[config.mk]
export PLATFORM = sky130hd
export DESIGN_NAME = mmio_bus_initiator
export DESIGN_NICKNAME = d
export VERILOG_FILES = /design/src/rtl/mmio_bus_pkg.sv /design/src/rtl/mmio_bus_initiator.sv
export SDC_FILE = /design/constraint.sdc
export NUM_CORES = 1
export LEC_CHECK = 0
export CAP_MARGIN = 15
export CORE_MARGIN = 5
export CORE_UTILIZATION = 25
export DETAILED_ROUTE_END_ITERATION = 16
export PLACE_DENSITY = 0.58
export SLEW_MARGIN = 40
export SYNTH_ARGS = -nofsm -noshare
export SYNTH_HDL_FRONTEND = slang
export SYNTH_SLANG_ARGS = --single-unit
[constraint.sdc]
create_clock -name clk -period 1.8 [get_ports clk]
set_input_delay 0.36 -clock clk [delete_from_list [all_inputs] [get_ports clk]]
set_output_delay 0.36 -clock clk [all_outputs]
set_load 0.05 [all_outputs]
[src/rtl/mmio_bus_pkg.sv]
// mmio_bus_pkg
// Shared definitions for the memory-mapped peripheral bus. The initiator and
// the peripherals on the bus both import this package.
// Contents: the initiator FSM state encoding, the default bus widths, and the
// bus-cycle constants that peripherals and the initiator have to agree on.
package mmio_bus_pkg;

    localparam int MMIO_ADDR_W = 5;
    localparam int MMIO_DATA_W = 32;

    // A bus access is a single strobe cycle. Read data may be returned up to
    // MMIO_MAX_READ_LATENCY cycles after that strobe.
    localparam int MMIO_ACCESS_CYCLES    = 1;
    localparam int MMIO_MAX_READ_LATENCY = 7;
    localparam int MMIO_LAT_W            = 3;

    typedef logic [MMIO_LAT_W-1:0] mmio_lat_cnt_t;

    typedef enum logic [1:0] {
        ST_IDLE   = 2'd0,
        ST_ACCESS = 2'd1,
        ST_WAIT   = 2'd2,
        ST_RESP   = 2'd3
    } mmio_state_e;

endpackage

[src/rtl/mmio_bus_initiator.sv]
// mmio_bus_initiator
// Turns single CPU-side read/write requests into one access on the peripheral
// bus, then returns the result on a response handshake.
//
// Ports
//   clk, reset_n                  clock; asynchronous active-low reset
//   req_valid/req_ready           request handshake (req_write, req_addr, req_wdata)
//   rsp_valid/rsp_ready           response handshake (rsp_write, rsp_rdata)
//   chip_select, read_enable,
//   write_enable, address_bus,
//   write_data                    registered bus drive
//   read_data                     bus read data, combinational from the peripheral
//
// state     | meaning
// ----------+----------------------------------------------------------
// ST_IDLE   | req_ready=1; waiting for a request
// ST_ACCESS | single strobe cycle on the bus
// ST_WAIT   | read latency countdown; chip_select and address held
// ST_RESP   | rsp_valid=1 until rsp_ready is seen
module mmio_bus_initiator
    import mmio_bus_pkg::*;
#(
    parameter int ADDR_W       = MMIO_ADDR_W,
    parameter int DATA_W       = MMIO_DATA_W,
    parameter int READ_LATENCY = 0
) (
    input  logic              clk,
    input  logic              reset_n,
    input  logic              req_valid,
    output logic              req_ready,
    input  logic              req_write,
    input  logic [ADDR_W-1:0] req_addr,
    input  logic [DATA_W-1:0] req_wdata,
    output logic              rsp_valid,
    input  logic              rsp_ready,
    output logic              rsp_write,
    output logic [DATA_W-1:0] rsp_rdata,
    output logic              chip_select,
    output logic              read_enable,
    output logic              write_enable,
    output logic [ADDR_W-1:0] address_bus,
    output logic [DATA_W-1:0] write_data,
    input  logic [DATA_W-1:0] read_data
);

    mmio_state_e       state_q, state_d;
    mmio_lat_cnt_t     cnt_q, cnt_d;
    logic              is_write_q, is_write_d;
    logic              cs_q, cs_d;
    logic              re_q, re_d;
    logic              we_q, we_d;
    logic [ADDR_W-1:0] addr_q, addr_d;
    logic [DATA_W-1:0] wdata_q, wdata_d;
    logic              rsp_valid_q, rsp_valid_d;
    logic              rsp_write_q, rsp_write_d;
    logic [DATA_W-1:0] rsp_rdata_q, rsp_rdata_d;

    always_ff @(posedge clk or negedge reset_n) begin
        if (!reset_n) begin
            state_q     <= ST_IDLE;
            cnt_q       <= '0;
            is_write_q  <= 1'b0;
            cs_q        <= 1'b0;
            re_q        <= 1'b0;
            we_q        <= 1'b0;
            addr_q      <= '0;
            wdata_q     <= '0;
            rsp_valid_q <= 1'b0;
            rsp_write_q <= 1'b0;
            rsp_rdata_q <= '0;
        end else begin
            state_q     <= state_d;
            cnt_q       <= cnt_d;
            is_write_q  <= is_write_d;
            cs_q        <= cs_d;
            re_q        <= re_d;
            we_q        <= we_d;
            addr_q      <= addr_d;
            wdata_q     <= wdata_d;
            rsp_valid_q <= rsp_valid_d;
            rsp_write_q <= rsp_write_d;
            rsp_rdata_q <= rsp_rdata_d;
        end
    end

    always_comb begin
        state_d     = state_q;
        cnt_d       = cnt_q;
        is_write_d  = is_write_q;
        cs_d        = cs_q;
        re_d        = 1'b0;   // strobes are single-cycle pulses
        we_d        = 1'b0;
        addr_d      = addr_q;
        wdata_d     = wdata_q;
        rsp_valid_d = rsp_valid_q;
        rsp_write_d = rsp_write_q;
        rsp_rdata_d = rsp_rdata_q;

        unique case (state_q)
            ST_IDLE: begin
                if (req_valid) begin
                    cs_d       = 1'b1;
                    addr_d     = req_addr;
                    we_d       = req_write;
                    re_d       = !req_write;
                    is_write_d = req_write;
                    // Reads leave write_data untouched so the bus does not toggle.
                    if (req_write) begin
                        wdata_d = req_wdata;
                    end
                    state_d = ST_ACCESS;
                end
            end
            ST_ACCESS: begin
                if (is_write_q) begin
                    cs_d        = 1'b0;
                    rsp_valid_d = 1'b1;
                    rsp_write_d = 1'b1;
                    rsp_rdata_d = '0;
                    state_d     = ST_RESP;
                end else if (READ_LATENCY == 0) begin
                    cs_d        = 1'b0;
                    rsp_valid_d = 1'b1;
                    rsp_write_d = 1'b0;
                    rsp_rdata_d = read_data;
                    state_d     = ST_RESP;
                end else begin
                    cnt_d   = mmio_lat_cnt_t'(READ_LATENCY);
                    state_d = ST_WAIT;
                end
            end
            ST_WAIT: begin
                cnt_d = cnt_q - 1'b1;
                // The final WAIT cycle is the one entered with a count of one.
                if (cnt_q == mmio_lat_cnt_t'(1)) begin
                    cs_d        = 1'b0;
                    rsp_valid_d = 1'b1;
                    rsp_write_d = 1'b0;
                    rsp_rdata_d = read_data;
                    state_d     = ST_RESP;
                end
            end
            ST_RESP: begin
                if (rsp_ready) begin
                    rsp_valid_d = 1'b0;
                    state_d     = ST_IDLE;
                end
            end
            default: begin
                state_d = ST_IDLE;
            end
        endcase
    end

    assign req_ready    = (state_q == ST_IDLE);
    assign rsp_valid    = rsp_valid_q;
    assign rsp_write    = rsp_write_q;
    assign rsp_rdata    = rsp_rdata_q;
    assign chip_select  = cs_q;
    assign read_enable  = re_q;
    assign write_enable = we_q;
    assign address_bus  = addr_q;
    assign write_data   = wdata_q;

endmodule
Signal wires on met1:
Bar = 50 um. Supply wires on this layer in gray.
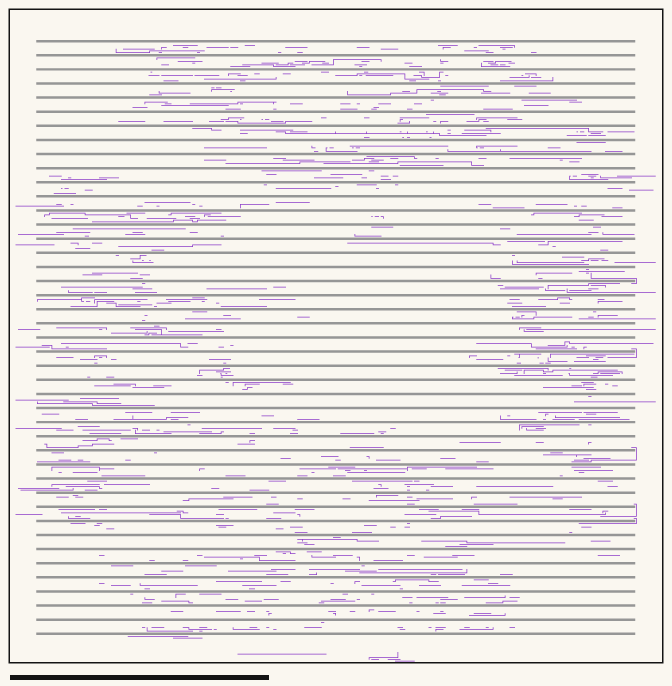
The layer carries 3380 um of wire. 419 nets have wire on it. The wires run mostly horizontal. The longest straight run is 29.7 um.

Signal wires on met2:
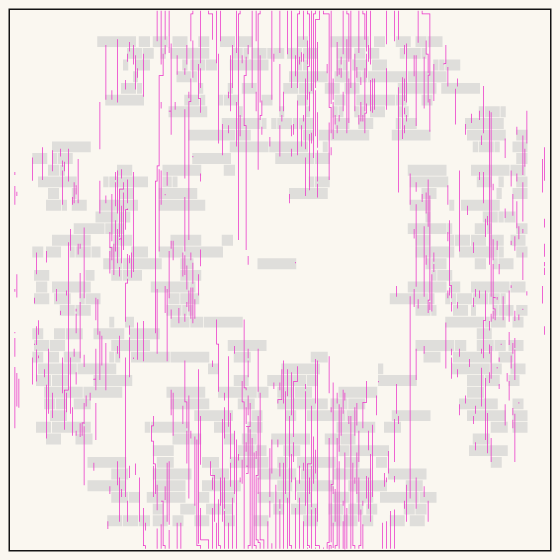
433 nets have wire on it. The layer carries 4520 um of wire.

==> CHANGELOG.md <==
### Implementation results

* Comb. cell area at 1110 um2
* Multi-input gates at 129
* FP Util at 25.4%
* R2R setup slack at 0.15 ns
* Post-synthesis mux area share at 23.6%
* Crit-path max FO at 33
* Crit path from: state_q[1]$_DFFE_PN0P_
* CP max stage cell: dfrtp_1
* Hold Crit Class: in -> async
* Post-synthesis adder-cell area fraction at 2.24%
* Global-route wire length before repair at 14.0 mm
* H-tree Lvls at 3
* Clk_lat worst skew at 0.33 ns
* Slew Limit Fails at 0
* Final instance area at 5210 um2
* CTS tree: built
* Critical path depth at 6
* Post-DP HPWL at 6.01 mm
* Seq/Total Area, Yosys at 59.8%
* CP delay by family, top: buffers and inverters
* Tool Warnings at 30
* Die Span Y at 126 um
* Maximum root-to-sink buffer count at 2
* Postcts setup bufs at 0
* Setup TNS at 0 ns
* Initial drt markers at 51
* Mapped cell area at 3350 um2
* Wirelength per Cell at 14.4 um
* Resized Gates After CTS at 0
* Area leader share at 59.8%
* Post-synth top area cell: dfrtp_1
* Placer Congestion at 0.664
* Setup Skew at 0.00445 ns
* Max-Cap Viols at 0
* Aoi share at 1.50%
* Crit. End Element: register
* Startpoint types: register
* Reg2reg start: state_q[1]$_DFFE_PN0P_
* Largest logic family: multiplexers
* Root buf cell: clkbuf_16
* Yosys top cell by instances: dfrtp_1
* DRC at 0
* Ys Warns at 0
* N_taps at 176
* CTS buffer count at 9
* XOR/XNOR Area Share at 0.524%
* Die X at 126 um
* Clkbuf count at 14
* Pin count of the biggest net entering global routing at 81
* Placed Instances at 578
* Finished Layout Cells at 594
* WS Path Type: reg -> reg
* DIE AREA at 15800 um2
* Core Box Area at 13200 um2
* Number of diodes at 0
* Final hold viol count at 0
* WP buf/inv at 3
* Crit path to: rsp_rdata[5]$_DFFE_PN0P_
* WP data arrival at 1.90 ns
* Syn_area_per_cell at 12.9 um2
* Clk sinks at 80
* Seq area share at 38.4%
* Top-level port count at 149
* Area grow syn2layout at 55.8%
* GRT Overall Usage at 11.2%
* Largest cell class: registers
* Crit-path cells: inv_1, ha_2, inv_1, a21oi_4, buf_12, mux2i_1
* Simple-Gate Area Share at 5.42%
* Placed Area at 4880 um2
* Post-route ant nets at 0
* Multi-input combinational area share at 21.4%
* Max Clock Freq at 606 MHz
* Nets@finish at 493
* Hold Buf Count CTS at 0
* Port Buffer Count at 148
* # setup viols final at 0
* Sequential cell area at 2000 um2
* Worst-Margin Slew at 0.443 ns
* TritonRoute pass-1 iters at 3
* # Cells Yosys at 260
* Worst Path Required at 2.05 ns
* Vias in the first global route at 2674
* Crit path top cell by count: inv_1
* Status: completed
* Cells after Synth at 260
* EDFF count, synth at 0
M3 wires:
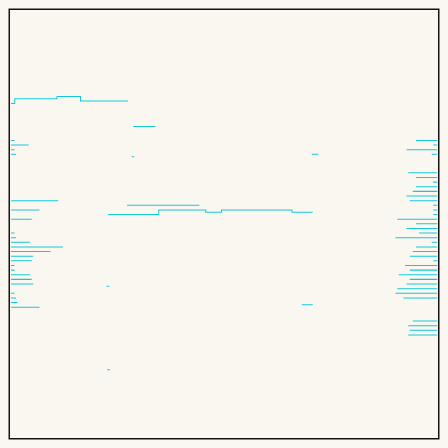
The wires run mostly horizontal. 61 nets have wire on it. The layer carries 481 um of wire. The layer holds 5.6% of the routed length.
Routed WL: 8.53 mm
Via Count: 2378
met3 Track Usage GR: 3.43%

## flip-flops by register name (all words and copies together) (netlist names)
signal,flops
rsp_write,1
state_q,2
chip_select,1
read_enable,1
is_write_q,1
address_bus,5
rsp_rdata,32
write_enable,1
cnt_q,3
write_data,32
rsp_valid,1
## layout by cell type (no fill, tap or decap)
| cell | netlist | layout |
|---|---|---|
| dfrtp_1 | 80 | 80 |
| buf_4 | 3 | 76 |
| clkdlybuf4s50_1 | 0 | 72 |
| inv_1 | 40 | 40 |
| nand2_1 | 36 | 36 |
| mux2i_1 | 36 | 36 |
| mux2_1 | 33 | 33 |
| clkbuf_16 | 0 | 9 |
| mux2_2 | 5 | 5 |
| ha_1 | 6 | 5 |
| buf_12 | 0 | 5 |
| clkbuf_8 | 0 | 3 |
| nor2b_1 | 2 | 2 |
| a211oi_1 | 2 | 2 |
| clkbuf_1 | 0 | 2 |
| bufinv_16 | 0 | 2 |
| nand3_2 | 1 | 1 |
| nor2_1 | 1 | 1 |
| nand2b_1 | 1 | 1 |
| nand2b_4 | 1 | 1 |
| a21oi_4 | 1 | 1 |
| o22ai_1 | 1 | 1 |
| a211oi_2 | 1 | 1 |
| xnor2_1 | 1 | 1 |
| xor2_1 | 1 | 1 |
| ha_2 | 0 | 1 |
## routing by layer
metal  up-vias  track usage, %  share of wire [%]
li1       1143               -                  -
met1      1157            12.6                 40
met2        67            19.5                 53
met3        11            3.43                5.6
met4         0            5.17                1.7
met5         -               0                  0
